Run 1, metal 2:
Drawn at 3 px/µm.
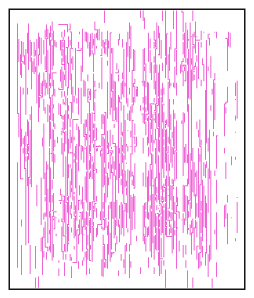
Run 1, clock routing:
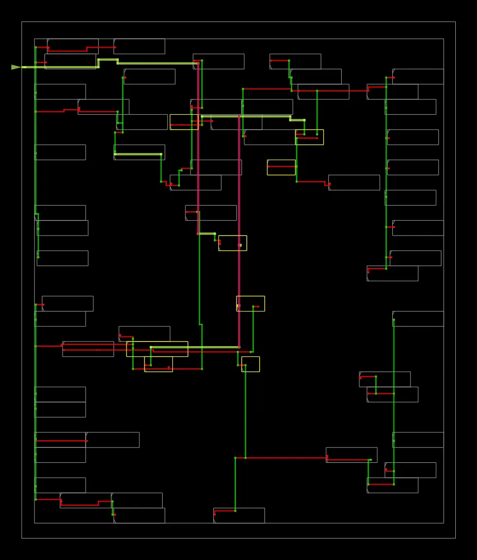
Run 1, metal layers overlaid:
Drawn at 4 px/µm.
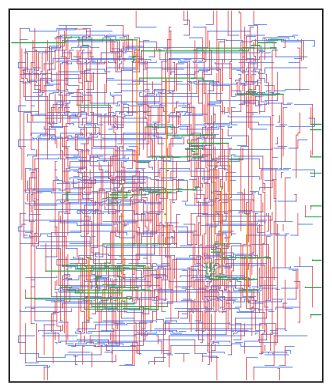
Run 1, met3 routing:
Drawn at 3 px/µm. Cells faint in the background.
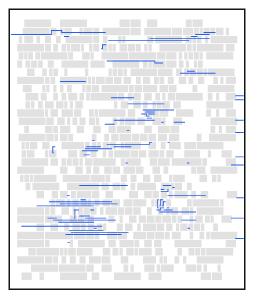
--- src/rtl/clk_monitor.sv ---
// clk_monitor: measures the frequency of an asynchronous clock against a fixed
// window of sampling-clock cycles. It reports each window's edge count, a
// qualified frequency-OK flag and a sticky error that is set when qualification
// is lost.
module clk_monitor #(
  parameter int unsigned WINDOW       = 1000,
  parameter int unsigned EXPECTED     = 250,
  parameter int unsigned TOLERANCE    = 2,
  parameter int unsigned GOOD_WINDOWS = 3,
  parameter int unsigned CNT_WIDTH    = 16
) (
  input  logic                 i_clk,
  input  logic                 i_rst_n,
  input  logic                 i_en,
  input  logic                 i_mon_clk,
  input  logic                 i_locked_in,
  input  logic                 i_err_clr,
  output logic [CNT_WIDTH-1:0] o_count,
  output logic                 o_count_valid,
  output logic                 o_freq_ok,
  output logic                 o_err
);

  localparam int unsigned TW = (WINDOW > 1) ? $clog2(WINDOW) : 1;
  localparam int unsigned GW = $clog2(GOOD_WINDOWS + 1);

  localparam logic [TW-1:0]        TLAST    = TW'(WINDOW - 1);
  localparam logic [GW-1:0]        GOOD_MAX = GW'(GOOD_WINDOWS);
  localparam logic [CNT_WIDTH:0]   EXP_EXT  = (CNT_WIDTH + 1)'(EXPECTED);
  localparam logic [CNT_WIDTH:0]   TOL_EXT  = (CNT_WIDTH + 1)'(TOLERANCE);

  typedef enum logic [1:0] {
    StIdle,
    StWaitLock,
    StMeasure
  } state_e;

  state_e               r_state;
  logic [2:0]           r_mon_sync;
  logic [1:0]           r_lock_sync;
  logic [TW-1:0]        r_timer;
  logic [CNT_WIDTH-1:0] r_edge_cnt;
  logic [GW-1:0]        r_good;
  logic [CNT_WIDTH-1:0] r_count;
  logic                 r_count_valid;
  logic                 r_freq_ok;
  logic                 r_err;

  logic                 w_mon_edge;
  logic                 w_locked;
  logic [CNT_WIDTH-1:0] w_cnt_next;
  logic [CNT_WIDTH:0]   w_total_ext;
  logic [CNT_WIDTH:0]   w_dev;
  logic                 w_in_tol;
  logic                 w_measuring;
  logic                 w_win_end;
  logic                 w_lock_lost;
  logic                 w_err_set;
  logic [GW-1:0]        w_good_next;

  // Two-flop synchronizers; the third MON_CLK flop only serves edge detection.
  always_ff @(posedge i_clk or negedge i_rst_n) begin
    if (!i_rst_n) begin
      r_mon_sync  <= '0;
      r_lock_sync <= '0;
    end else begin
      r_mon_sync  <= {r_mon_sync[1:0], i_mon_clk};
      r_lock_sync <= {r_lock_sync[0], i_locked_in};
    end
  end

  // Edge detect, saturating window total and unsigned deviation check.
  always_comb begin
    w_mon_edge  = r_mon_sync[1] & ~r_mon_sync[2];
    w_locked    = r_lock_sync[1];
    w_cnt_next  = (r_edge_cnt == '1) ? r_edge_cnt : r_edge_cnt + CNT_WIDTH'(w_mon_edge);
    w_total_ext = {1'b0, w_cnt_next};
    w_dev       = (w_total_ext >= EXP_EXT) ? (w_total_ext - EXP_EXT) : (EXP_EXT - w_total_ext);
    w_in_tol    = (w_dev <= TOL_EXT);
    w_measuring = (r_state == StMeasure) && i_en;
    w_win_end   = w_measuring && w_locked && (r_timer == TLAST);
    w_lock_lost = w_measuring && !w_locked;
    // Qualification is lost either by a bad window or by a lock drop.
    w_err_set   = r_freq_ok && (w_lock_lost || (w_win_end && !w_in_tol));
    w_good_next = (r_good == GOOD_MAX) ? r_good : r_good + GW'(1);
  end

  // Control FSM with registered outputs; EN low overrides every state.
  always_ff @(posedge i_clk or negedge i_rst_n) begin
    if (!i_rst_n) begin
      r_state       <= StIdle;
      r_timer       <= '0;
      r_edge_cnt    <= '0;
      r_good        <= '0;
      r_count       <= '0;
      r_count_valid <= 1'b0;
      r_freq_ok     <= 1'b0;
      r_err         <= 1'b0;
    end else begin
      r_count_valid <= 1'b0;
      // Set has priority over clear.
      if (w_err_set) begin
        r_err <= 1'b1;
      end else if (i_err_clr) begin
        r_err <= 1'b0;
      end

      if (!i_en) begin
        r_state    <= StIdle;
        r_timer    <= '0;
        r_edge_cnt <= '0;
        r_good     <= '0;
        r_freq_ok  <= 1'b0;
      end else begin
        unique case (r_state)
          StIdle: begin
            r_state <= StWaitLock;
          end
          StWaitLock: begin
            r_timer    <= '0;
            r_edge_cnt <= '0;
            if (w_locked) begin
              r_state <= StMeasure;
            end
          end
          StMeasure: begin
            if (!w_locked) begin
              // Abort the partial window without reporting it.
              r_state    <= StWaitLock;
              r_timer    <= '0;
              r_edge_cnt <= '0;
              r_good     <= '0;
              r_freq_ok  <= 1'b0;
            end else if (r_timer == TLAST) begin
              // Back-to-back windows: counter restarts with no dead cycle.
              r_timer       <= '0;
              r_edge_cnt    <= '0;
              r_count       <= w_cnt_next;
              r_count_valid <= 1'b1;
              if (w_in_tol) begin
                r_good <= w_good_next;
                if (w_good_next == GOOD_MAX) begin
                  r_freq_ok <= 1'b1;
                end
              end else begin
                r_good    <= '0;
                r_freq_ok <= 1'b0;
              end
            end else begin
              r_timer    <= r_timer + TW'(1);
              r_edge_cnt <= w_cnt_next;
            end
          end
          default: begin
            r_state <= StIdle;
          end
        endcase
      end
    end
  end

  assign o_count       = r_count;
  assign o_count_valid = r_count_valid;
  assign o_freq_ok     = r_freq_ok;
  assign o_err         = r_err;

endmodule

--- config.mk ---
export PLATFORM = sky130hd
export DESIGN_NAME = clk_monitor
export DESIGN_NICKNAME = d
export VERILOG_FILES = /design/src/rtl/clk_monitor.sv
export SDC_FILE = /design/constraint.sdc
export NUM_CORES = 1
export LEC_CHECK = 0
export CORE_ASPECT_RATIO = 1.2
export CORE_MARGIN = 2
export CORE_UTILIZATION = 54
export CTS_BUF_LIST = sky130_fd_sc_hd__clkbuf_8
export CTS_CLUSTER_SIZE = 40
export DETAILED_ROUTE_END_ITERATION = 6
export PLACE_DENSITY = 0.77
export REMOVE_ABC_BUFFERS = 1
export SYNTH_ARGS = -nofsm -noshare
export SYNTH_HDL_FRONTEND = slang
export SYNTH_SLANG_ARGS = --single-unit
--- constraint.sdc ---
create_clock -name i_clk -period 3.3 [get_ports i_clk]
set_input_delay 0.825 -clock i_clk [delete_from_list [all_inputs] [get_ports i_clk]]
set_output_delay 0.825 -clock i_clk [all_outputs]
set_load 0.05 [all_outputs]
==> flow_metrics.env, run 1 <==
# flow metrics
export IMPL_pre_cts_slack_ns=-0.294
export IMPL_core_um2=6410
export IMPL_tightest_slew_ns=0.570
export IMPL_finalSetupViolCount=4
export IMPL_avgSynthCellArea_um2=8.26
export IMPL_warning_count=31
export IMPL_nWellTaps=85
export IMPL_synth_top_flop_cell="dfrtp_1"
export IMPL_hold_path_end="r_mon_sync[1]"
export IMPL_yosys_warnings=0
export IMPL_io_buffers=24
export IMPL_htreeDepth=2
export IMPL_dr_wl_met2_um=5200
export IMPL_r2r_cells=14
export IMPL_ys_area_um2=3550
export IMPL_power_density_nw_per_um2=262
export IMPL_layout_top_cell_excl_fill_tap="buf_4"
export IMPL_cts_buffer_depth=2
export IMPL_status="complete, but fails checks"
export IMPL_finalCritPeriodShare=1.05
export IMPL_top_power_group="sequential cells"
export IMPL_dr_pass1_iters=5
export IMPL_grt_most_used_layer="met2"
export IMPL_p_int_mw=0.934
export IMPL_p_comb_frac=0.049
export IMPL_dp_cells=592
export IMPL_hold_buffers=0
export IMPL_period_minus_slack_ns=3.47
export IMPL_rows=32
export IMPL_crit_buf_inv=1
export IMPL_nNetsFinal=533
export IMPL_setup_slack_ns=-0.166
export IMPL_top_layer="met4"
export IMPL_holdCritStartpoint="r_mon_sync[0]"
export IMPL_nClkBuffers=6
export IMPL_logic_family="simple AND/OR/NAND/NOR gates"
export IMPL_cts_resized_gates=31
export IMPL_die_area_um2=7240
export IMPL_edf_count=0
export IMPL_r2r_end="o_err"
export IMPL_inv_count=12
export IMPL_drt_vias_per_instance=6.07
export IMPL_crit_start="r_mon_sync[1]"
export IMPL_netSwitchingFraction=0.231
export IMPL_crit_cells=14
export IMPL_p_clk_frac=0.400
export IMPL_ys_seq_elements=54
export IMPL_power_frac_seq=0.552
export IMPL_violations="setup timing"
export IMPL_seq_area_frac=0.291
export IMPL_yosys_top_cells_area="dfrtp_1 (38%), o21ai_0 (8.3%), nand2_1 (7.2%)"
About 'metal 2':
The layer holds 50% of the routed length. The wires run mostly vertical. The layer carries 5200 µm of wire.
met2 Use GR: 0.516
via count: 3667

About 'clock routing':
clock-net power: 0.485 mW
Clock Skews: 0.00598 ns
seq_cells: 54
CTS sink count: 54

About 'metal layers overlaid':
Key: blue = met1 [wire length 4410 µm]; orange = met4 [wire length 203 µm]; green = met3 [wire length 517 µm]; red = met2 [wire length 5200 µm]
WL/cell: 17.1 µm
Total GRT Usage: 0.301
drt total wl: 10300 µm

About 'met3 routing':
65 nets have wire on it. The longest straight run is 26.7 µm. The layer carries 517 µm of wire. The layer holds 5.0% of the routed length. The wires run mostly horizontal.
met3 Use GR: 0.0458

Run 1, supply network:
Drawn at 4 px/µm. Pins as bars on the die edge. Tap cells in grey.
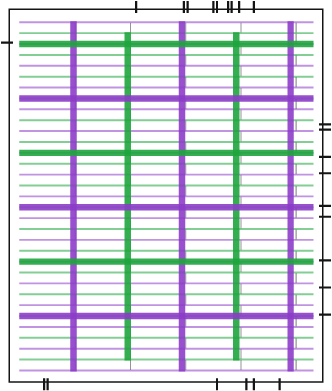

==> run 2: changes to the inputs <==
--- a/config.mk
+++ b/config.mk
@@ -12,7 +12,6 @@
 export CTS_CLUSTER_SIZE = 40
 export DETAILED_ROUTE_END_ITERATION = 6
 export PLACE_DENSITY = 0.77
-export REMOVE_ABC_BUFFERS = 1
 export SYNTH_ARGS = -nofsm -noshare
 export SYNTH_HDL_FRONTEND = slang
 export SYNTH_SLANG_ARGS = --single-unit
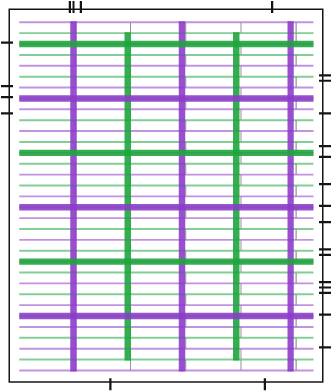
Run 2: supply network
Drawn at 4 px/µm. Pins as bars on the die edge. Tap cells in grey.
Key: green = VDD; purple = VSS
33 met1 rails follow the rows. 6 straps on met5. 5 straps on met4. 25 signal pins sit on the boundary.

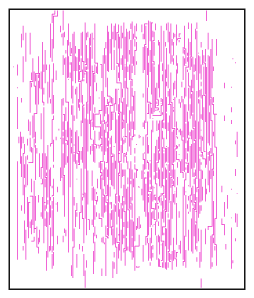
Run 2: metal 2
Drawn at 3 px/µm.
The layer holds 50% of the routed length. The longest straight run is 50.0 µm. The wires run mostly vertical. 474 nets have wire on it. The layer carries 5490 µm of wire.
met2 Use GR: 0.540
drt total wl: 11000 µm
via count: 3850

==> run 2 against run 1 <==
The run still ends with setup timing left. Setup slack worse by 0.036 ns. Power fell by 8.1%. Cell area rose by 2.6%. Largest cell class unchanged.
==> flow_metrics.env, run 2 <==
# flow metrics
export IMPL_synth_top_flop_cell="dfrtp_1"
export IMPL_inv_count=12
export IMPL_cts_buffer_depth=2
export IMPL_hold_buffers=0
export IMPL_r2r_cells=13
export IMPL_crit_buf_inv=3
export IMPL_grt_most_used_layer="met2"
export IMPL_grt_use_met3=0.0429
export IMPL_p_int_mw=0.835
export IMPL_seq_area_frac=0.284
export IMPL_warning_count=33
export IMPL_dr_pass1_iters=5
export IMPL_crit_cells=13
export IMPL_ys_area_um2=3550
export IMPL_p_clk_frac=0.344
export IMPL_r2r_end="o_err"
export IMPL_setup_slack_ns=-0.202
export IMPL_die_area_um2=7240
export IMPL_cts_resized_gates=11
export IMPL_drt_vias_per_instance=6.23
export IMPL_layout_top_cell_excl_fill_tap="buf_4"
export IMPL_power_frac_seq=0.600
export IMPL_power_density_nw_per_um2=234
export IMPL_dr_wl_met2_um=5490
export IMPL_nWellTaps=85
export IMPL_p_clk_mw=0.384
export IMPL_crit_start="r_edge_cnt[1]"
export IMPL_status="complete, but fails checks"
export IMPL_p_comb_frac=0.056
export IMPL_violations="setup timing"
export IMPL_tightest_slew_ns=0.772
export IMPL_nClkBuffers=5
export IMPL_logic_family="simple AND/OR/NAND/NOR gates"
export IMPL_pre_cts_slack_ns=-0.261
export IMPL_ys_seq_elements=54
export IMPL_top_power_group="sequential cells"
export IMPL_hold_path_end="r_lock_sync[1]"
export IMPL_avgSynthCellArea_um2=8.26
export IMPL_rows=32
export IMPL_final_fill_count=495
export IMPL_dp_cells=601
export IMPL_nNetsFinal=547
export IMPL_holdCritStartpoint="r_lock_sync[0]"
export IMPL_netSwitchingFraction=0.251
export IMPL_p_leak_nw=1.99
export IMPL_yosys_top_cells_area="dfrtp_1 (38%), o21ai_0 (8.3%), nand2_1 (7.2%)"
export IMPL_period_minus_slack_ns=3.50
export IMPL_finalCritPeriodShare=1.06
export IMPL_htreeDepth=2
export IMPL_finalSetupViolCount=4
export IMPL_fin_skew_ns=0.00960
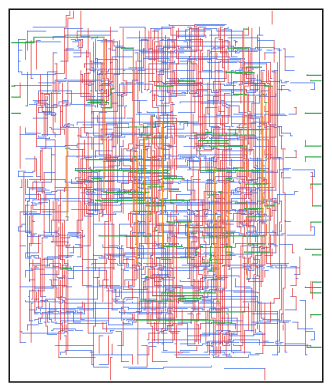
Run 2: metal layers overlaid
Drawn at 4 px/µm.
Key: red = met2 [wire length 5490 µm]; blue = met1 [wire length 4370 µm]; green = met3 [wire length 581 µm]; orange = met4 [wire length 558 µm]
WL/cell: 17.8 µm
Total GRT Usage: 0.309

Run 2, met3 routing:
Drawn at 3 px/µm. Cells faint in the background.
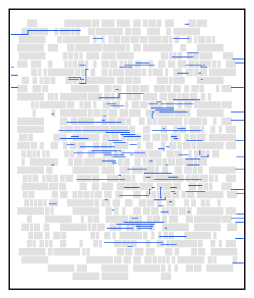

==> run 3: changes to the inputs <==
--- a/config.mk
+++ b/config.mk
@@ -12,6 +12,7 @@
 export CTS_CLUSTER_SIZE = 40
 export DETAILED_ROUTE_END_ITERATION = 6
 export PLACE_DENSITY = 0.77
+export SKIP_CTS_REPAIR_TIMING = 1
 export SYNTH_ARGS = -nofsm -noshare
 export SYNTH_HDL_FRONTEND = slang
 export SYNTH_SLANG_ARGS = --single-unit
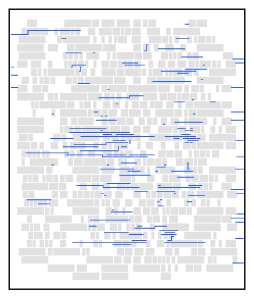
Run 3: met3 routing
Drawn at 3 px/µm. Cells faint in the background.
The longest straight run is 24.4 µm. 86 nets have wire on it.
met3 Use GR: 0.0429
via count: 3823
drt total wl: 10700 µm

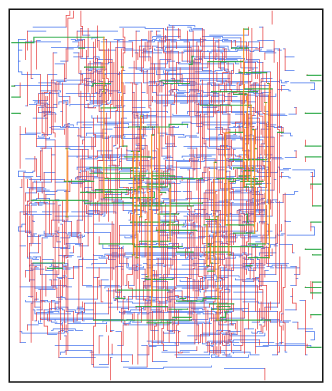
Run 3: metal layers overlaid
Drawn at 4 px/µm.
Key: orange = met4 [wire length 560 µm]; red = met2 [wire length 5330 µm]; green = met3 [wire length 653 µm]; blue = met1 [wire length 4170 µm]

==> run 3 against run 2 <==
The run still ends with setup timing left. Combinational power shrank 1%. Sequential power is essentially flat. Largest power group unchanged. Global-route usage shrank 0.19 points. Synthesized area is the same. Setup slack lost 0.083 ns. Clock power is essentially flat. Synthesized cell count is the same. Non-clock buffer count shrank 6. Utilization shrank 1.3 points. Sequential share of layout area grew 0.52 points.
==> flow_metrics.env, run 3 <==
# flow metrics
export IMPL_endpoint="o_err"
export IMPL_start_kind="flop"
export IMPL_inv_count=12
export IMPL_power_frac_seq=0.600
export IMPL_syn2layout_area_growth_pct=31.7
export IMPL_yosys_top_cells_area="dfrtp_1 (38%), o21ai_0 (8.3%), nand2_1 (7.2%)"
export IMPL_ys_cells=430
export IMPL_ys_area_um2=3550
export IMPL_stdcell_area_um2=4680
export IMPL_clk_latency_ns=0.32
export IMPL_die_area_um2=7240
export IMPL_crit_start="r_edge_cnt[14]"
export IMPL_clock_sinks=54
export IMPL_fin_skew_ns=0.0122
export IMPL_power_switching_mw=0.282
export IMPL_p_clk_mw=0.386
export IMPL_met3_length_um=652
export IMPL_synthDominantCellAreaShare=0.381
export IMPL_core_um2=6410
export IMPL_p_leak_nw=1.97
export IMPL_cp_cell_sequence="nand4_1 -> buf_4 -> or4_1 -> and2_2 -> or4_4 -> buf_4 -> o211ai_1 -> a211oi_1 -> a211oi_1 -> nor3b_2 -> o211ai_1 -> o21a_1"
export IMPL_relSlewSlack=0.520
export IMPL_comb_cell_share=0.468
export IMPL_yosys_area_share_simple=0.278
export IMPL_whs_ns=0.375
export IMPL_tns_ns=-0.952
export IMPL_io_buffers=24
export IMPL_violations="setup timing"
export IMPL_antenna_found_initial=0
export IMPL_pre_cts_slack_ns=-0.261
export IMPL_remaining_drc_errors=0
export IMPL_drive_gt1_frac=0.254
export IMPL_finalCritPeriodShare=1.09
export IMPL_dr_pass1_iters=5
export IMPL_top_power_group="sequential cells"
export IMPL_htreeDepth=2
export IMPL_crit_buf_inv=2
export IMPL_drt_vias_per_instance=6.25
export IMPL_synth_top_flop_cell="dfrtp_1"
export IMPL_final_fill_count=510
export IMPL_holdCritStartpoint="r_lock_sync[0]"
export IMPL_seq_area_frac=0.290
export IMPL_warning_count=32
export IMPL_first_global_vias=3627
export IMPL_die_size_y_um=92.8
export IMPL_r2r_cells=12
export IMPL_netSwitchingFraction=0.252
export IMPL_crit_path_max_incr_delay_ns=0.54
export IMPL_p_clk_frac=0.345
export IMPL_p_comb_frac=0.055
export IMPL_aoi_share=0.221
export IMPL_edf_count=0
export IMPL_instances_no_fill=612
export IMPL_grt_most_used_layer="met2"
export IMPL_rows=32
export IMPL_dr_wl_met2_um=5330
export IMPL_grt_max_degree=33
export IMPL_p_int_mw=0.835
export IMPL_nWellTaps=85
export IMPL_crit_cells=12
export IMPL_dp_cells=601
export IMPL_nNetsFinal=541
export IMPL_layout_top_cell_excl_fill_tap="buf_4"
export IMPL_power_density_nw_per_um2=239
export IMPL_hold_path_end="r_lock_sync[1]"
export IMPL_wire_per_inst_um=17.5
export IMPL_cts_buffer_depth=2
export IMPL_top_layer="met4"
export IMPL_logic_family="simple AND/OR/NAND/NOR gates"
export IMPL_drtIter0Drc=338
export IMPL_tightest_slew_ns=0.710
export IMPL_yosys_warnings=0
export IMPL_r2r_end="o_err"
export IMPL_status="complete, but fails checks"
export IMPL_cts_tree="done"
export IMPL_critical_path_top_delay_family="simple AND/OR/NAND/NOR gates"
export IMPL_nClkBuffers=5
export IMPL_initCoreUtil=0.554
export IMPL_ff2ff_setup_slack_ns=-0.29
export IMPL_avgSynthCellArea_um2=8.26
export IMPL_final_nonclk_buf_share=0.191
export IMPL_grt_pass1_wl_um=17700
export IMPL_io_pins=25
export IMPL_setup_slack_ns=-0.285
export IMPL_period_minus_slack_ns=3.59
export IMPL_ff_count=54
export IMPL_finalSetupViolCount=4
export IMPL_min_path_type="flop to flop"
export IMPL_ys_seq_elements=54
export IMPL_grt_use_total=0.307
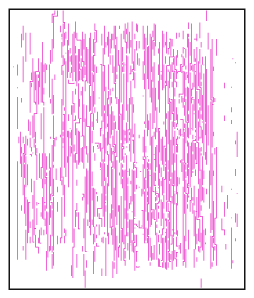
Run 3: metal 2
Drawn at 3 px/µm.
The longest straight run is 45.7 µm. The layer holds 50% of the routed length. The layer carries 5330 µm of wire. 465 nets have wire on it.
met2 Use GR: 0.540

Power is estimated from default activity; no workload was simulated.
